[src/rtl/juego_led_main.sv]
// Two-player LED reaction game: synchronized buttons, LFSR random delay, round FSM, score and round display.
// Define SEG_ACTIVE_LOW_EN to drive a common-anode (active-low) 7-segment digit.
module juego_led_main #(
  parameter int WAIT_MIN    = 8,
  parameter int WAIT_MASK   = 7,
  parameter int GO_TIMEOUT  = 32,
  parameter int RESULT_HOLD = 4,
  parameter int WIN_SCORE   = 3
) (
  input  logic       clock,
  input  logic       Reset,
  input  logic       Start,
  input  logic       BotonA,
  input  logic       BotonB,
  output logic       LedRED,
  output logic       LedVerde,
  output logic       LedFin,
  output logic [6:0] displaytotal,
  output logic       Switch0,
  output logic       Switch1,
  output logic       Switch2,
  output logic       Switch3
);

  localparam int CW = 8;
  localparam logic [1:0] WIN = 2'(WIN_SCORE);

  typedef enum logic [2:0] {ST_IDLE, ST_WAIT, ST_GO, ST_RESULT, ST_FIN} state_t;

  state_t        state, state_n;
  logic [2:0]    sync1, sync2, sync3, press;
  logic          start_p, a_p, b_p;
  logic [15:0]   lfsr;
  logic          lfsr_fb;
  logic [CW-1:0] cnt, cnt_n;
  logic [1:0]    score_a, score_a_n, score_b, score_b_n;
  logic [3:0]    rounds, rounds_n;
  logic          led_red, red_n, led_verde, verde_n, led_fin, fin_n;
  logic [6:0]    seg, seg_n;

  function automatic logic [6:0] seg7(input logic [3:0] d);
    logic [6:0] s;
    case (d)
      4'd0:    s = 7'b0111111;
      4'd1:    s = 7'b0000110;
      4'd2:    s = 7'b1011011;
      4'd3:    s = 7'b1001111;
      4'd4:    s = 7'b1100110;
      4'd5:    s = 7'b1101101;
      4'd6:    s = 7'b1111101;
      4'd7:    s = 7'b0000111;
      4'd8:    s = 7'b1111111;
      4'd9:    s = 7'b1101111;
      default: s = 7'b0000000;
    endcase
`ifdef SEG_ACTIVE_LOW_EN
    return ~s;
`else
    return s;
`endif
  endfunction

  function automatic logic [1:0] sat_inc(input logic [1:0] s);
    return (s == WIN) ? s : s + 2'd1;
  endfunction

  function automatic logic [3:0] round_inc(input logic [3:0] r);
    return (r == 4'd9) ? 4'd0 : r + 4'd1;
  endfunction

  // 2-flop synchronizer, then a registered rising-edge pulse per input
  assign lfsr_fb = lfsr[15] ^ lfsr[13] ^ lfsr[12] ^ lfsr[10];

  always_ff @(posedge clock) begin
    if (!Reset) begin
      sync1 <= '0;
      sync2 <= '0;
      sync3 <= '0;
      press <= '0;
      lfsr  <= 16'hACE1;
    end else begin
      sync1 <= {BotonB, BotonA, Start};
      sync2 <= sync1;
      sync3 <= sync2;
      press <= sync2 & ~sync3;
      lfsr  <= {lfsr[14:0], lfsr_fb};
    end
  end

  assign start_p = press[0];
  assign a_p     = press[1];
  assign b_p     = press[2];

  always_ff @(posedge clock) begin
    if (!Reset) begin
      state     <= ST_IDLE;
      cnt       <= '0;
      score_a   <= '0;
      score_b   <= '0;
      rounds    <= '0;
      led_red   <= 1'b0;
      led_verde <= 1'b0;
      led_fin   <= 1'b0;
      seg       <= seg7(4'd0);
    end else begin
      state     <= state_n;
      cnt       <= cnt_n;
      score_a   <= score_a_n;
      score_b   <= score_b_n;
      rounds    <= rounds_n;
      led_red   <= red_n;
      led_verde <= verde_n;
      led_fin   <= fin_n;
      seg       <= seg_n;
    end
  end

  always_comb begin
    state_n   = state;
    cnt_n     = cnt;
    score_a_n = score_a;
    score_b_n = score_b;
    rounds_n  = rounds;
    red_n     = led_red;
    verde_n   = led_verde;
    fin_n     = led_fin;
    case (state)
      ST_IDLE: begin
        red_n   = 1'b0;
        verde_n = 1'b0;
        if (start_p) begin
          cnt_n   = CW'(WAIT_MIN) + CW'(lfsr & 16'(WAIT_MASK));
          state_n = ST_WAIT;
        end
      end
      ST_WAIT: begin
        // Button fouls win over the delay expiring in the same cycle
        if (a_p && b_p) begin
          red_n   = 1'b1;
          state_n = ST_RESULT;
        end else if (a_p) begin
          score_b_n = sat_inc(score_b);
          red_n     = 1'b1;
          state_n   = ST_RESULT;
        end else if (b_p) begin
          score_a_n = sat_inc(score_a);
          red_n     = 1'b1;
          state_n   = ST_RESULT;
        end else if (cnt == '0) begin
          verde_n = 1'b1;
          state_n = ST_GO;
        end else begin
          cnt_n = cnt - CW'(1);
        end
      end
      ST_GO: begin
        if (a_p && b_p) begin
          red_n   = 1'b1;
          state_n = ST_RESULT;
        end else if (a_p) begin
          score_a_n = sat_inc(score_a);
          state_n   = ST_RESULT;
        end else if (b_p) begin
          score_b_n = sat_inc(score_b);
          state_n   = ST_RESULT;
        end else if (cnt == CW'(GO_TIMEOUT - 1)) begin
          red_n   = 1'b1;
          state_n = ST_RESULT;
        end else begin
          cnt_n = cnt + CW'(1);
        end
      end
      ST_RESULT: begin
        if (cnt == CW'(RESULT_HOLD - 1)) begin
          red_n   = 1'b0;
          verde_n = 1'b0;
          cnt_n   = '0;
          if (score_a == WIN || score_b == WIN) begin
            fin_n   = 1'b1;
            state_n = ST_FIN;
          end else begin
            state_n = ST_IDLE;
          end
        end else begin
          cnt_n = cnt + CW'(1);
        end
      end
      ST_FIN: begin
        if (start_p) begin
          score_a_n = '0;
          score_b_n = '0;
          rounds_n  = '0;
          fin_n     = 1'b0;
          state_n   = ST_IDLE;
        end
      end
      default: state_n = ST_IDLE;
    endcase
    // Round count and hold timer start on every entry into RESULT
    if (state != ST_RESULT && state_n == ST_RESULT) begin
      rounds_n = round_inc(rounds);
      cnt_n    = '0;
    end
    seg_n = seg7(rounds_n);
  end

  assign LedRED       = led_red;
  assign LedVerde     = led_verde;
  assign LedFin       = led_fin;
  assign displaytotal = seg;
  assign Switch0      = score_a[0];
  assign Switch1      = score_a[1];
  assign Switch2      = score_b[0];
  assign Switch3      = score_b[1];

endmodule

[config.mk]
export PLATFORM = sky130hd
export DESIGN_NAME = juego_led_main
export DESIGN_NICKNAME = d
export VERILOG_FILES = /design/src/rtl/juego_led_main.sv
export SDC_FILE = /design/constraint.sdc
export NUM_CORES = 1
export LEC_CHECK = 0
export CORE_MARGIN = 5
export CORE_UTILIZATION = 58
export DETAILED_ROUTE_END_ITERATION = 10
export HOLD_SLACK_MARGIN = 0.02
export PLACE_DENSITY = 0.78
export SLEW_MARGIN = 5
export SYNTH_ARGS = -nofsm -noshare
export SYNTH_HDL_FRONTEND = slang
export SYNTH_SLANG_ARGS = --single-unit
[constraint.sdc]
create_clock -name clock -period 3.4 [get_ports clock]
set_clock_uncertainty 0.2 [all_clocks]
set_input_delay 0.51 -clock clock [delete_from_list [all_inputs] [get_ports clock]]
set_output_delay 0.51 -clock clock [all_outputs]
set_load 0.05 [all_outputs]
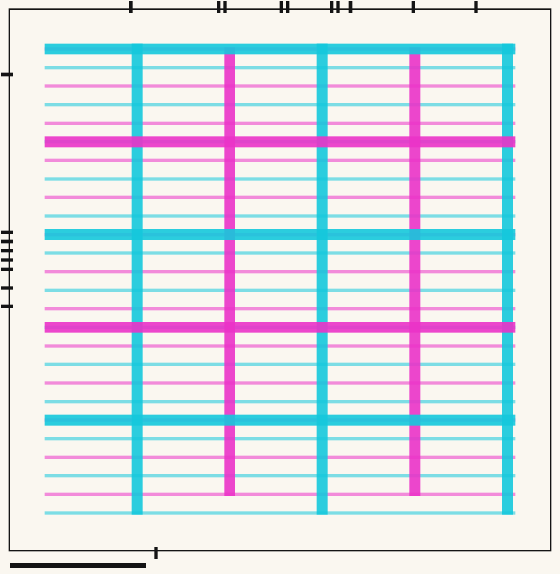
*Supply network, run 1*
Bar = 20 microns. Pins as bars on the die edge.
- cyan: VSS
- magenta: VDD
- met5 straps: 5
- met4 straps: 5
- met1 rails: 26

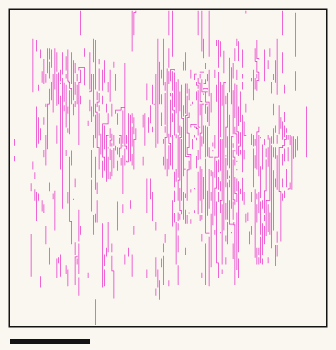
*Signal wires on met2, run 1*
Bar = 20 microns.
- share of all routed wire: 48%
- nets with wire on the layer: 294
- main direction: vertical
- longest straight run: 37.1 microns

==> run summary, run 1 <==
The flow completed. Summing over the stages, the warning tally comes to 33. Number of distinct library cells after synthesis landed at roughly 60. Chip area estimate from yosys synthesis landed at ~2800 sq um.

The skew report gives the latency at the later pin of the worst-skew pair as approximately 0.34 ns. Part of the power in the clock network landed at 35.1%. Power dissipated by switching net loads landed at 559 uW. Die span in y landed at roughly 79 microns.

The registers of the reported paths see a clock transition of approximately 0.07 ns. Longest individual stage delay on the worst path landed at between 0.4 and 0.5 ns. The analysis reports a worst IR drop on VDD of approximately 370 uV.

Row count landed at 25. After its last routability iteration, the placer logged a weighted congestion of 0.916. Data required time of the worst path landed at ~3.5 ns.

The synthesized netlist was found by Yosys to have roughly 310 cells. Half-perimeter wire length of the detailed placement result landed at between 3000 and 4000 microns. Largest net degree at the start of global routing landed at 32. In the log, the iteration count for the first detailed-route pass is 5.

The register with the most flip-flops in the layout has 16 of them. Net switching is about a third of the power. Global-route met2 utilization landed at 32.2%.

After the flow finishes, the layout carries non-filler instances totaling ~390. The number of antenna diodes in the final layout is 0. The run finished with clean final reports. Per the OpenROAD floorplan log, the width of the die is just under 80 microns. Slew at the pin closest to its max-slew limit landed at 0.742 ns. Detailed-routed wire length on met3 landed at 346 microns. For this design, the sink count on the clock tree is about 57.

The number of global-route vias before repair came to between 2k and 2.5k. The commonest register cell is sky130_fd_sc_hd__dfxtp_1. The critical path is of the reg -> reg type.

Maximum operating frequency landed at 320 MHz. After detailed routing, the average wire length per cell comes to approximately 15 microns. Per the detail_route report, DRC violations left total 0.

The tool flagged a number of max-cap violations equal to 0. The detailed router used layers up to and including met4. Number of vias per cell landed at about 6.0. Setup repair after global routing left no endpoint under its margin. Routed length on met2 landed at 2710 microns.

Number of nets still failing antenna checks after routing landed at 0.
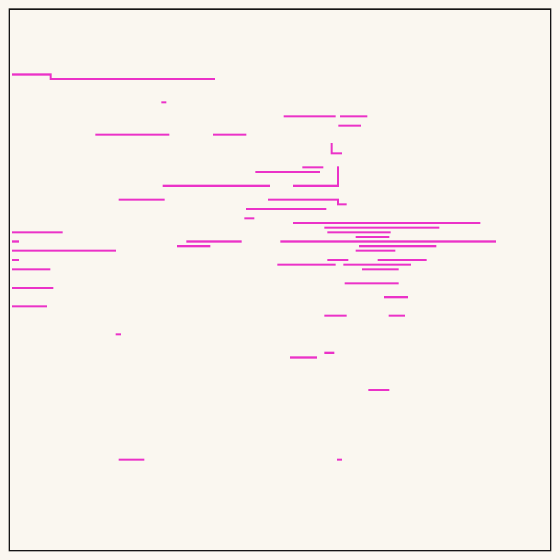
*Met3 routing, run 1*
- nets with wire on the layer: 33
- longest straight run: 31.3 microns
- main direction: horizontal

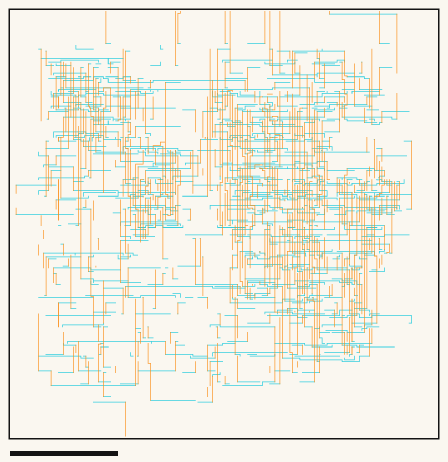
*Signal wires by layer, run 1*
Bar = 20 microns. Only two layers are drawn.
- orange: M2 (wire length 2710 microns)
- cyan: M1 (wire length 2490 microns)

run 1: final cells by class:
| type | count | area [sq um] | area share, % |
|---|---|---|---|
| multi-input combinational | 229 | 1510 | 47.4 |
| sequential | 57 | 1140 | 35.7 |
| timing repair buffer | 25 | 233 | 7.29 |
| clock buffer | 9 | 124 | 3.88 |
| clock inverter | 6 | 68.8 | 2.16 |
| tap | 54 | 67.6 | 2.12 |
| inverter | 12 | 45.0 | 1.41 |
run 1: kinds of logic after synthesis:
group | after synthesis | synth area share [%]
AOI/OAI and AO/OA | 85 | 21.9
xor gates and xnor gates | 5 | 1.58
adders and majority gates | 11 | 4.96
buffers and inverters | 28 | 4.29
DFF | 57 | 41.1
muxes | 5 | 1.80
and+or+nand+nor | 123 | 24.4
run 1: cells in the mapped netlist, types with 2 or more instances:
master                     count  area share (%)
sky130_fd_sc_hd__nand4_1       2            0.45
sky130_fd_sc_hd__nand3_1       6             1.1
sky130_fd_sc_hd__nand2_1      15             2.0
sky130_fd_sc_hd__nor2_1       30             4.1
sky130_fd_sc_hd__mux2i_1       5             1.8
sky130_fd_sc_hd__inv_1        11             1.5
sky130_fd_sc_hd__a31oi_1       5             1.1
sky130_fd_sc_hd__xnor2_1       2            0.63
sky130_fd_sc_hd__nand2b_4      2            0.99
sky130_fd_sc_hd__nor3_1       11             2.0
sky130_fd_sc_hd__a22oi_1       2            0.54
sky130_fd_sc_hd__a21o_1        3            0.81
sky130_fd_sc_hd__o21ai_0      14             2.5
sky130_fd_sc_hd__a211oi_1      7             1.9
sky130_fd_sc_hd__a41oi_1       2            0.63
sky130_fd_sc_hd__o22ai_1       5             1.1
sky130_fd_sc_hd__dfxtp_1      57              41
sky130_fd_sc_hd__nand3b_1      2            0.54
sky130_fd_sc_hd__and4_1        2            0.63
sky130_fd_sc_hd__ha_1         11             5.0
sky130_fd_sc_hd__and3_1        5             1.1
sky130_fd_sc_hd__xor2_1        3            0.95
sky130_fd_sc_hd__or3_1         5             1.1
sky130_fd_sc_hd__nand2b_1     10             2.3
sky130_fd_sc_hd__o32ai_1       3            0.95
sky130_fd_sc_hd__and2_1       17             3.8
sky130_fd_sc_hd__buf_2         8             1.4
sky130_fd_sc_hd__a21oi_1      21             3.8
sky130_fd_sc_hd__nor2b_1      10             2.3
sky130_fd_sc_hd__o21bai_1      2            0.54
sky130_fd_sc_hd__clkbuf_1      7            0.95
run 1: worst max-delay path by stage:
stage | start | slack [ns] | cells past startpoint | end
2_1_floorplan | cnt[0] | 0.57 | 10 | displaytotal[6]
3_3_place_gp | state[1] | 0.45 | 8 | displaytotal[6]
3_5_place_dp | cnt[0] | 0.37 | 9 | displaytotal[6]
4_1_cts | cnt[0] | 0.30 | 9 | displaytotal[6]
5_1_grt | cnt[0] | 0.04 | 9 | displaytotal[6]
6_report | cnt[0] | 0.28 | 9 | displaytotal[6]
run 1: power groups by stage:
| stage | combinational (uW) | sequential, uW | clock, uW |
|---|---|---|---|
| after CTS | 398 | 753 | 636 |
| final | 400 | 753 | 623 |
| after global routing | 441 | 760 | 669 |
| after detailed placement | 392 | 768 | 0 |
| after global placement | 389 | 766 | 0 |
| after floorplan | 290 | 782 | 0 |
==> run 1 -> run 2 <==
Settings changed: SLEW_MARGIN 5 to unset.
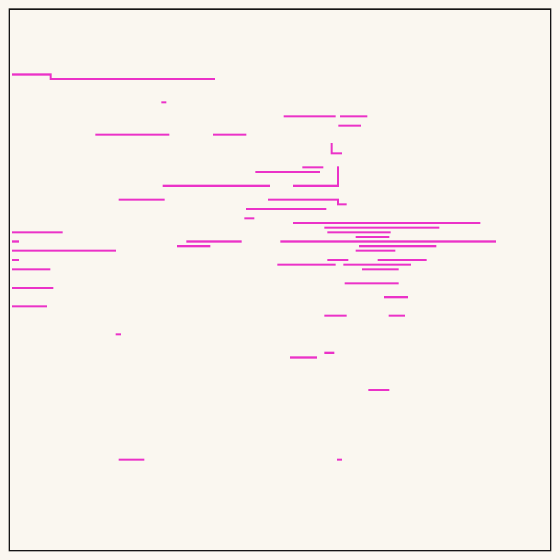
*Met3 routing, run 2*
- longest straight run: 31.3 microns
- nets with wire on the layer: 33
- share of all routed wire: 6.1%

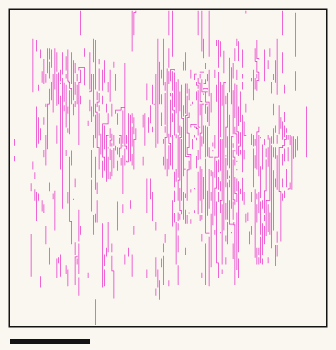
*Signal wires on met2, run 2*
Bar = 20 microns.
- longest straight run: 37.1 microns
- main direction: vertical
- nets with wire on the layer: 294
- wire length on this layer: 2710 microns
- share of all routed wire: 48%

==> run 2 against run 1 <==
Critical path depth did not move. Sequential share of layout area unchanged. Worst hold slack stayed put. Power stayed put. Core utilization stayed put. Via count did not move. Non-clock buffer count unchanged. Maximum frequency did not move. Sequential power hardly changed.
==> run summary, run 2 <==
The flow completed. For reference, the top cells by area after synthesis are sky130_fd_sc_hd__dfxtp_1 41%, sky130_fd_sc_hd__ha_1 5.0%, sky130_fd_sc_hd__nor2_1 4.1%, sky130_fd_sc_hd__and2_1 3.8%, sky130_fd_sc_hd__a21oi_1 3.8%. Sorting the Yosys area breakdown by cell type puts at the top sky130_fd_sc_hd__dfxtp_1. Clock sink total landed at 57. The commonest register cell is sky130_fd_sc_hd__dfxtp_1. Clock transition time at the flip-flop clock pins of the worst setup and hold paths landed at about 0.070 ns. Routed length on met2 landed at approximately 2700 microns. The number of global-route vias before repair came to 2228. DRC violation count after routing landed at 0. Die span in y landed at approximately 80 microns.

Measured along the x axis, the die boundary spans roughly 79 microns. The detail route stage leaves a number of antenna-violating nets equal to 0. Xor and xnor fraction of the mapped netlist area landed at 1.58%. The run finished with clean final reports. Compound-cell area share of the yosys netlist landed at a little over a fifth.

The final weighted congestion recorded by global placement is a little over 0.9. In the synthesized netlist, the dominant kind of combinational cell is simple AND/OR/NAND/NOR gates. After detailed routing, the average wire length per cell comes to approximately 15 microns. Row count landed at 25. Top-area cell type share of the netlist area landed at between 40% and 50%. Yosys reports a chip area of 2770 sq um.

The highest supply drop recorded on VDD is about 370 uV. Mux contribution to synthesized area landed at between 1.5 and 2%. In this run, the synthesized area fraction spent on adder and majority cells is recorded as 4.96%. Setup repair after global routing left no endpoint under its margin. In the routed layout, each cell is associated on average with a via count of roughly 6.0. The detailed router used layers up to and including met4. The register with the most flip-flops in the layout has 16 of them. The first detailed-routing pass ran for 5 iterations.

Data required time of the worst path landed at 3.45 ns.
run 2: cell counts in the layout (fill, tap and decap cells not counted):
Identical to the previous run, type by type.
run 2: cell type report:
type | count | area (sq um)
clock inverter | 6 | 68.8
clock buffer | 9 | 124
timing repair buffer | 25 | 233
sequential | 57 | 1140
multi-input combinational | 229 | 1510
fill | 362 | 1500
inverter | 12 | 45.0
tap | 54 | 67.6
run 2: routing by layer:
| layer | up-vias | track usage (%) |
|---|---|---|
| met2 | 77 | 32.2 |
| met3 | 19 | 5.67 |
| met4 | 0 | 11.2 |
| li1 | 1161 | - |
| met5 | - | 0 |
| met1 | 1100 | 24.2 |
run 2: path summary, 6_finish.rpt:
path	startpoint	depth (start not counted)	end	slack [ns]
worst max-delay path	cnt[0]	9	displaytotal[6]	0.28
worst min-delay path	sync3[2]	1	press[2]	0.18
worst max register to register	cnt[0]	9	displaytotal[6]	0.28
worst min register to register	sync3[2]	1	press[2]	0.18
run 2: worst max-delay path: stages, from the launching register on:
cell                       delay (ns)
sky130_fd_sc_hd__dfxtp_1         0.43
sky130_fd_sc_hd__ha_1            0.34
sky130_fd_sc_hd__and4_1          0.30
sky130_fd_sc_hd__a21boi_2        0.14
sky130_fd_sc_hd__o21a_4          0.27
sky130_fd_sc_hd__a21oi_1         0.43
sky130_fd_sc_hd__inv_1           0.16
sky130_fd_sc_hd__ha_1            0.20
sky130_fd_sc_hd__or3_1           0.39
sky130_fd_sc_hd__a31oi_1         0.19
run 2: through the flow:
step,total power [uW],instances,setup slack [ns]
5_1_grt,1870,392,0.0447
2_1_floorplan,1070,314,0.574
4_1_cts,1790,392,0.301
6_report,1780,392,0.279
3_5_place_dp,1160,377,0.367
3_3_place_gp,1150,377,0.451
run 2: kinds of logic after synthesis:
logic type | count (synthesis)
AND-OR/OR-AND | 85
multiplexers | 5
XOR/XNOR | 5
adder cells (fa/ha/maj) | 11
buffers and inverters | 28
AND/OR/NAND/NOR | 123
flip-flops | 57
run 2: power breakdown:
group	internal, uW	leakage [uW]	switching (uW)
logic	170	0.000690	231
registers	711	0.000467	42.2
clock network	337	0.0000957	286
total	1220	0.00125	559
==> run 2 -> run 3 <==
Settings changed: CORE_MARGIN 5 to 10, CORE_UTILIZATION 58 to 60, PLACE_DENSITY 0.78 to 0.8.
Clock period 3.4 ns to 3.7 ns, I/O delays scaled along.
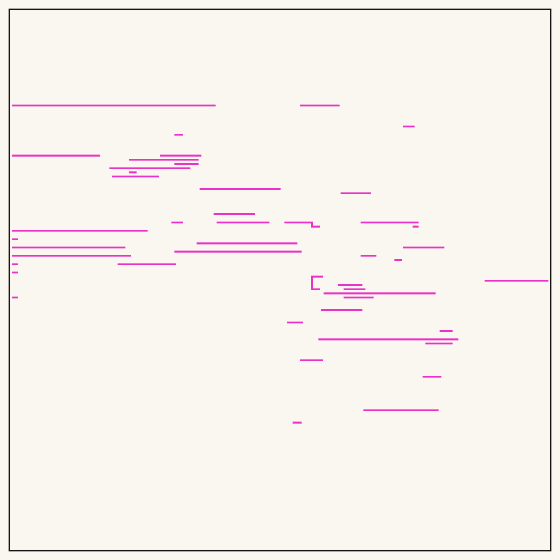
*Met3 routing, run 3*
- nets with wire on the layer: 35
- longest straight run: 32.9 microns

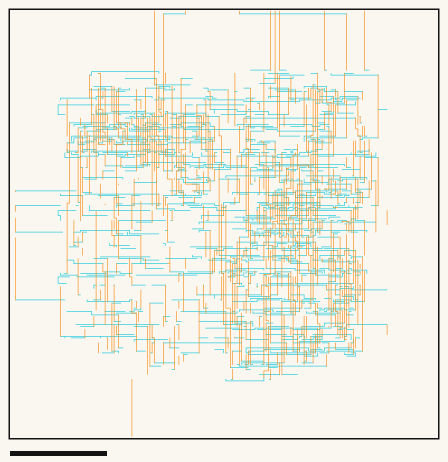
*Signal wires by layer, run 3*
Bar = 20 microns. Only two layers are drawn.
routed wirelength normalized by instance count: 15.1 microns
GRT Total Usage: 15.7%
final WL: 5850 microns
number of vias in the routed layout: 2325

==> run 3 against run 2 <==
Design area is 0.71% lower. Non-clock buffer count shrank 3. Flip-flop count unchanged. First-iteration DRC count decreased by 25%. Via count down 1.4%. Clock power is 8.2% lower. Core utilization is 3.8 points higher. Critical endpoint unchanged.
==> run summary, run 3 <==
The flow completed. Number of inserted diodes landed at 0. Number of global-route vias before repair landed at between 2k and 2.5k. The clock passes through at most 2 buffers. Sequential element share of the synthesized area landed at 41.1%. Maximum operating frequency landed at 317 MHz. Per STA, the worst path is made up of ha_1 -> and4_1 -> a21boi_2 -> o21a_4 -> a21oi_1 -> inv_1 -> ha_1 -> or3_1 -> a31oi_1. The required time at the worst endpoint is listed as roughly 3.8 ns. For the worst-skew pair, the clock arrives at the later sink with an insertion delay of ~0.34 ns. The floorplan step set the die width to about 88 microns. The synthesis report lists the most area-consuming cells as sky130_fd_sc_hd__dfxtp_1 41%, sky130_fd_sc_hd__ha_1 5.0%, sky130_fd_sc_hd__nor2_1 4.1%, sky130_fd_sc_hd__and2_1 3.8%, sky130_fd_sc_hd__a21oi_1 3.8%. Slew at the pin closest to its max-slew limit landed at roughly 0.80 ns. Half-perimeter wire length of the detailed placement result landed at just under 4000 microns. Max-cap violation count landed at 0.

RePlAce ended its routability-driven mode at a weighted congestion of around 0.86. Setup repair after global routing left no endpoint under its margin. Entering global routing, the biggest net connects 32 pins. For reference, the clock transition at the flip-flops on the worst setup and hold paths is ~0.070 ns. In this design, the stage delay of the slowest critical-path cell is 0.45 ns. In the synthesized netlist the dominant register cell turns out to be sky130_fd_sc_hd__dfxtp_1.

The routed design shows a via density per instance of approximately 6.0. Per the hold report, the tightest min-delay path originates at sync3[0]. sky130_fd_sc_hd__dfxtp_1 takes more of the synthesized area than any other cell. In this design, the critical path's most frequently occurring cell is sky130_fd_sc_hd__ha_1. Net count after synthesis landed at between 300 and 400. Measured along the y axis, the die boundary spans around 90 microns. In this run the biggest area consumer among cell types represents about two fifths of the synthesized area. The register with the most flip-flops in the layout has 16 of them. The number of warnings reported in the stage logs is 33.

Per STA, the startpoint of the critical path is cnt[0]. Number of distinct library cells after synthesis landed at about 60. DRC violation count after routing landed at 0. The clock tree has to reach ~57 sinks. By count the netlist is led by 57 x sky130_fd_sc_hd__dfxtp_1, 30 x sky130_fd_sc_hd__nor2_1, 21 x sky130_fd_sc_hd__a21oi_1. Maximum vdd drop landed at approximately 320 uV.

The run finished with clean final reports. Total clock buffers created by CTS landed at 9. The warning tally printed by Yosys for this design is 0. For this design, the slowest cell found on the critical path is sky130_fd_sc_hd__a21oi_1. Detailed-router iteration count before antenna repair landed at 5.

For the worst reg-to-reg path, the startpoint reported by OpenROAD is cnt[0]. Number of cell instances after yosys synthesis landed at ~310. Post-synthesis, Yosys gives the total cell area as between 2000 and 3000 sq um. On the critical path the largest part of the delay comes from AND-OR/OR-AND gates. Counting flops with a built-in enable in the synthesized netlist gives 0. The timing report notes that buffer and inverter cells on the critical path total 1.

According to the floorplan log, the row count is 24. Once detail routing completed, the nets flagged for antenna violations numbered 0. The critical path is of the reg -> reg type.
-- run 3: logic make-up (layout without fill, tap and decap cells) --
family          Yosys count  count (layout)  synth area share (%)
compound gates           85              85                  21.9
mux                       5               5                  1.80
xor+xnor                  5               5                  1.58
fa+ha+maj                11              11                  4.96
simple gates            123             123                  24.4
flops                    57              57                  41.1
buf+inv                  28              50                  4.29
-- run 3: cell type report --
| cell class | instances | area, sq um |
|---|---|---|
| inverter | 12 | 45.0 |
| clock inverter | 6 | 67.6 |
| clock buffer | 10 | 128 |
| fill | 340 | 1240 |
| multi-input combinational | 229 | 1510 |
| timing repair buffer | 22 | 210 |
| sequential | 57 | 1140 |
| tap | 52 | 65.1 |
-- run 3: metrics by stage --
stage	util, %	worst slack (ns)	cell area [sq um]	std cells	power, uW
finish	71.8	0.541	3170	388	1620
global route	71.8	0.334	3170	388	1710
CTS	71.8	0.592	3170	388	1620
detailed placement	67.4	0.617	2980	372	1060
global placement	67.4	0.766	2980	372	1050
floorplan	-	0.874	2770	314	985
-- run 3: worst paths after layout --
kind	end	cells past startpoint	slack (ns)
worst max-delay path	displaytotal[6]	9	0.54
worst min-delay path	press[0]	1	0.18
worst max register to register	displaytotal[6]	9	0.54
worst min register to register	press[0]	1	0.18
-- run 3: layer usage --
| metal | wire length, microns | global-route usage, % | up-vias |
|---|---|---|---|
| li1 | - | - | 1161 |
| met1 | 2720 | 20.3 | 1071 |
| met2 | 2670 | 23.2 | 83 |
| met3 | 366 | 5.01 | 10 |
| met4 | 87 | 7.39 | 0 |
| met5 | 0 | 0 | - |
-- run 3: power by group --
| part | internal (uW) | switching [uW] |
|---|---|---|
| Combinational | 149 | 199 |
| Clock | 313 | 259 |
| Sequential | 653 | 49.2 |
| Total | 1110 | 508 |
Power is estimated from default activity; no workload was simulated.
